### src/rtl/sat_accum_alu_if.sv
// Operand/result bus for sat_accum_alu: valid/ready on both the input beat and the
// registered result, plus the accumulator clear and the status flags.
interface sat_accum_alu_if #(
  parameter int WIDTH = 8
);
  logic             in_valid;
  logic             in_ready;
  logic [1:0]       op;
  logic [WIDTH-1:0] a;
  logic [WIDTH-1:0] b;
  logic             acc_clear;
  logic             out_valid;
  logic             out_ready;
  logic [WIDTH-1:0] result;
  logic             carry;
  logic             sat;
  logic             sticky_ovf;

  modport master (
    output in_valid, op, a, b, acc_clear, out_ready,
    input  in_ready, out_valid, result, carry, sat, sticky_ovf
  );

  modport slave (
    input  in_valid, op, a, b, acc_clear, out_ready,
    output in_ready, out_valid, result, carry, sat, sticky_ovf
  );
endinterface

### src/rtl/sat_accum_alu.sv
// Registered unsigned add/sub/accumulate/load unit with optional saturation,
// a single output register and a sticky overflow flag.
module sat_accum_alu #(
  parameter int WIDTH    = 8,
  parameter bit SATURATE = 1'b1
) (
  input  logic             clk,
  input  logic             rst,
  sat_accum_alu_if.slave   bus,
  output logic [WIDTH-1:0] o_dbg_acc
);

  localparam logic [1:0] OP_ADD  = 2'b00;
  localparam logic [1:0] OP_SUB  = 2'b01;
  localparam logic [1:0] OP_ACC  = 2'b10;
  localparam logic [1:0] OP_LOAD = 2'b11;

  logic             r_out_valid;
  logic [WIDTH-1:0] r_result;
  logic             r_carry;
  logic             r_sat;
  logic [WIDTH-1:0] r_acc;
  logic             r_sticky;

  logic             w_in_ready;
  logic             w_accept;
  logic [WIDTH-1:0] w_acc_base;
  logic [WIDTH:0]   w_raw;
  logic             w_carry;
  logic             w_sat;
  logic [WIDTH-1:0] w_result;
  logic             w_acc_write;

  // Handshake: a beat transfers on any rising edge where valid && ready. The input
  // side is ready whenever the output register is empty or being drained this cycle;
  // a held result (out_valid && !out_ready) stays stable and blocks new beats.
  assign w_in_ready  = !r_out_valid || bus.out_ready;
  assign w_accept    = bus.in_valid && w_in_ready;
  assign w_acc_write = w_accept && ((bus.op == OP_ACC) || (bus.op == OP_LOAD));

  always_comb begin
    w_acc_base = bus.acc_clear ? '0 : r_acc;
    w_raw      = {1'b0, bus.a} + {1'b0, bus.b};
    case (bus.op)
      OP_ADD:  w_raw = {1'b0, bus.a} + {1'b0, bus.b};
      OP_SUB:  w_raw = {1'b0, bus.a} - {1'b0, bus.b};
      OP_ACC:  w_raw = {1'b0, w_acc_base} + {1'b0, bus.a};
      OP_LOAD: w_raw = {1'b0, bus.a};
      default: w_raw = {1'b0, bus.a} + {1'b0, bus.b};
    endcase
  end

  // The top bit of the widened subtract is the borrow (a < b); LOAD never sets it.
  always_comb begin
    w_carry  = w_raw[WIDTH];
    w_sat    = SATURATE && w_carry;
    w_result = w_raw[WIDTH-1:0];
    if (w_sat) begin
      w_result = (bus.op == OP_SUB) ? '0 : '1;
    end
  end

  always_ff @(posedge clk) begin
    if (rst) begin
      r_out_valid <= 1'b0;
      r_result    <= '0;
      r_carry     <= 1'b0;
      r_sat       <= 1'b0;
    end else if (w_accept) begin
      r_out_valid <= 1'b1;
      r_result    <= w_result;
      r_carry     <= w_carry;
      r_sat       <= w_sat;
    end else if (r_out_valid && bus.out_ready) begin
      r_out_valid <= 1'b0;
    end
  end

  // Clear is applied before the new op, so an accepted op only sees its own carry.
  always_ff @(posedge clk) begin
    if (rst) begin
      r_acc    <= '0;
      r_sticky <= 1'b0;
    end else begin
      if (w_acc_write) begin
        r_acc <= w_result;
      end else if (bus.acc_clear) begin
        r_acc <= '0;
      end
      if (w_accept && w_carry) begin
        r_sticky <= 1'b1;
      end else if (bus.acc_clear) begin
        r_sticky <= 1'b0;
      end
    end
  end

  assign bus.in_ready   = w_in_ready;
  assign bus.out_valid  = r_out_valid;
  assign bus.result     = r_result;
  assign bus.carry      = r_carry;
  assign bus.sat        = r_sat;
  assign bus.sticky_ovf = r_sticky;
  assign o_dbg_acc      = r_acc;

endmodule
### src/flat_wrapper.sv
// flat-port wrapper written by rule: the top's interface ports become plain ports
module sat_accum_alu_flat 
#(
  parameter int WIDTH    = 8,
  parameter bit SATURATE = 1'b1
)
  (clk, rst, o_dbg_acc, bus_in_valid, bus_op, bus_a, bus_b, bus_acc_clear, bus_out_ready, bus_in_ready, bus_out_valid, bus_result, bus_carry, bus_sat, bus_sticky_ovf);
  sat_accum_alu_if #(.WIDTH(WIDTH)) bus_i ();
  input  logic clk;
  input  logic rst;
  output logic [WIDTH-1:0] o_dbg_acc;
  input wire logic [$bits(bus_i.in_valid)-1:0] bus_in_valid;
  input wire logic [$bits(bus_i.op)-1:0] bus_op;
  input wire logic [$bits(bus_i.a)-1:0] bus_a;
  input wire logic [$bits(bus_i.b)-1:0] bus_b;
  input wire logic [$bits(bus_i.acc_clear)-1:0] bus_acc_clear;
  input wire logic [$bits(bus_i.out_ready)-1:0] bus_out_ready;
  output wire logic [$bits(bus_i.in_ready)-1:0] bus_in_ready;
  output wire logic [$bits(bus_i.out_valid)-1:0] bus_out_valid;
  output wire logic [$bits(bus_i.result)-1:0] bus_result;
  output wire logic [$bits(bus_i.carry)-1:0] bus_carry;
  output wire logic [$bits(bus_i.sat)-1:0] bus_sat;
  output wire logic [$bits(bus_i.sticky_ovf)-1:0] bus_sticky_ovf;
  assign bus_i.in_valid = bus_in_valid;
  assign bus_i.op = bus_op;
  assign bus_i.a = bus_a;
  assign bus_i.b = bus_b;
  assign bus_i.acc_clear = bus_acc_clear;
  assign bus_i.out_ready = bus_out_ready;
  assign bus_in_ready = bus_i.in_ready;
  assign bus_out_valid = bus_i.out_valid;
  assign bus_result = bus_i.result;
  assign bus_carry = bus_i.carry;
  assign bus_sat = bus_i.sat;
  assign bus_sticky_ovf = bus_i.sticky_ovf;
  sat_accum_alu #(.WIDTH(WIDTH), .SATURATE(SATURATE)) u_core (.clk(clk), .rst(rst), .bus(bus_i), .o_dbg_acc(o_dbg_acc));
endmodule
### config.mk
export PLATFORM = sky130hd
export DESIGN_NAME = sat_accum_alu_flat
export DESIGN_NICKNAME = d
export VERILOG_FILES = /design/src/rtl/sat_accum_alu_if.sv /design/src/rtl/sat_accum_alu.sv /design/src/flat_wrapper.sv
export SDC_FILE = /design/constraint.sdc
export NUM_CORES = 1
export LEC_CHECK = 0
export ABC_AREA = 1
export CORE_AREA = 2 2 64 60
export DETAILED_ROUTE_END_ITERATION = 12
export DIE_AREA = 0 0 66 62
export GPL_TIMING_DRIVEN = 1
export MAX_ROUTING_LAYER = met4
export PLACE_DENSITY = 0.83
export SYNTH_ARGS = -nofsm -noshare
export SYNTH_HDL_FRONTEND = slang
export SYNTH_SLANG_ARGS = --single-unit
### constraint.sdc
create_clock -name clk -period 5.4 [get_ports clk]
set_input_delay 1.08 -clock clk [delete_from_list [all_inputs] [get_ports clk]]
set_output_delay 1.08 -clock clk [all_outputs]
set_load 0.01 [all_outputs]
A small window of the routed layout:
The bar under the picture is 10 um long. Region (20, 6) to (45, 31) um. Cells in gray, sequential cells in the stronger gray; small squares are vias.
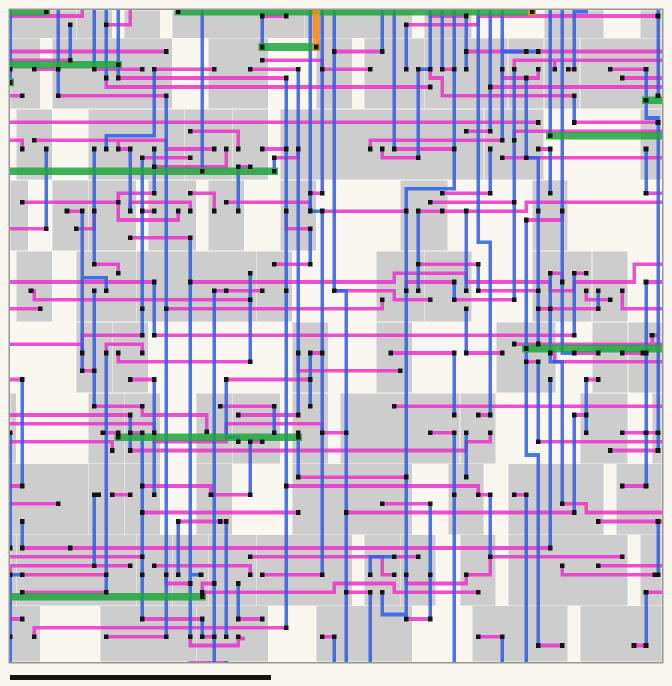
blue -> M2
green -> M3
magenta -> M1
orange -> M4
most frequent = nand2_1 (20), inv_1 (10), ha_1 (8)
sequential cells in the window = 0
cells with their middle in the window = 69

Selected gate families:
The bar under the picture is 20 um long.
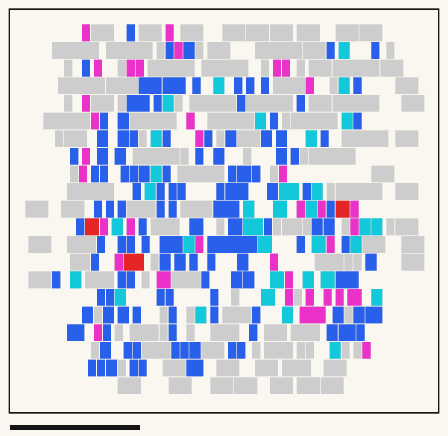
red -> and/or cells  # cells 3, most used or2_1
cyan -> aoi and oai cells  # cells 33, most used a21oi_1
blue -> nand cells  # cells 126, most used nand2_1
magenta -> nor cells  # cells 36, most used nor2_1
multi-input logic portion of the cell area: 51.4%
Top cell excl fill/tap: nand2_1

==> Table 3: Implementation characteristics <==
Table: implementation figures

Parameter                              Value

Pwr
  Overall power    487 uW
  Top pwr grp    combinational cells
  Switching Share    38.2%
  Power attributed to sequential cells    160 uW
  Power drawn by the combinational cells    225 uW
  IR drop worst, VDD    193 uV
  Internal Dissipation    301 uW
  Reg power frac    32.9%
  NetSw    186 uW

Yosys
  Proportion of netlist area held by the largest area contributor    21.9%
  Sequential share of the synthesized area    21.9%
  Largest logic family    simple AND/OR/NAND/NOR gates
  Yosys cell count    286
  Post-synthesis cell area    0.00174 mm2
  Area fraction in compound gates after synthesis    10.4%
  AND/OR/NAND/NOR Cells, Area Fraction    44.0%
  Syn_area_per_cell    6.07 um2
  Post-synthesis adder-cell area fraction    10.5%
  Yosys warns    0

STA
  Number of endpoints failing setup at the final stage    0
  Min cycle time layout    3900 ps
  Post-Route Skew    1.69 ps
  Final Cycle Share    72.2%
  Transition time of the tightest slew-check pin    714 ps
  Aggregate negative setup slack    0 ps
  Fin Hold WS    468 ps
  Unrepaired setup endpoints after global routing    false
  Slew HR    52.3%
  Maximum operating frequency    256 MHz
  PnR worst setup slack    1500 ps

Setup path
  Top fanout value on the critical path    12
  Worst setup path class    in -> reg
  Startpoint of the lowest-slack register-to-register path    u_core.o_dbg_acc[6]$_SDFF_PP0_
  Worst-case reg-to-reg path depth    15
  Capturing instance or port of the critical path    u_core.o_dbg_acc[1]$_SDFF_PP0_

Final layout
  Gate Area    0.00114 mm2
  Proportion of layout cells with a drive suffix above 1    6.77%
  Clock-cell share of area    2.02%
  Final-stage net count    363
  Fillcell total    360
  Non-clock buffers    43

Drt
  Remaining routing DRC violations    0
  Initial DRC Count    132
  Met3 wirelength from detailed routing    210 um
  DR WL/cell    11.9 um
  Met1 wire length    2100 um
  DR pass1 iterations    4
  Highest metal layer with signal wires    met4

Global route
  Met1 capacity usage during global routing    31.8%
  Number of global-route vias before repair    1,589
  Grt met2 use    37.2%
  First-pass GRT wire length    7290 um

Clock network
  Count of hold-fix buffers inserted at cts    0
  Clock tree buffer depth    2
  Sink count of the clock tree    19
  Worst-path clk slew    70 ps

Min path
  Hold EP    u_core.bus.sticky_ovf$_SDFFE_PP0P_
  Min-delay src    u_core.bus.sticky_ovf$_SDFFE_PP0P_

Floorplanning
  Total die area    0.00409 mm2
  I/O pins    44
  Placement row count    21
  Tap cells    46
  Floorplan die height    62 um

Place
  Detail Placement HPWL    3430 um
  Count of buffers from port buffering    43
  Placement-stage worst setup slack    1230 ps

Job
  Tally of max-capacitance violations    0

Outcome
  Status    finished clean
-- cells in the mapped netlist (all sizes together) --
library cell	instances
a21oi	18
a31oi	5
buf	3
clkbuf	5
clkinv	1
dfxtp	19
fa	1
ha	13
inv	44
nand2	84
nand3	36
nand3b	4
nand4	2
nor2	36
o21ai	8
o221ai	1
o22ai	1
or2	3
xor2	2
-- critical path, stage by stage --
cell and delay, ps:
clkdlybuf4s50_1 500, inv_1 50, ha_1 370, inv_1 190, nand2_1 120, o21ai_0 110
ha_1 240, fa_1 390, nand2_1 90, nand2_1 110, nand3_2 100, nand2_2 70
nand2_2 120, nand3_2 160, nand2_1 150, nand3_1 80, nand2_1 80, inv_1 40
Power is estimated from default activity; no workload was simulated.
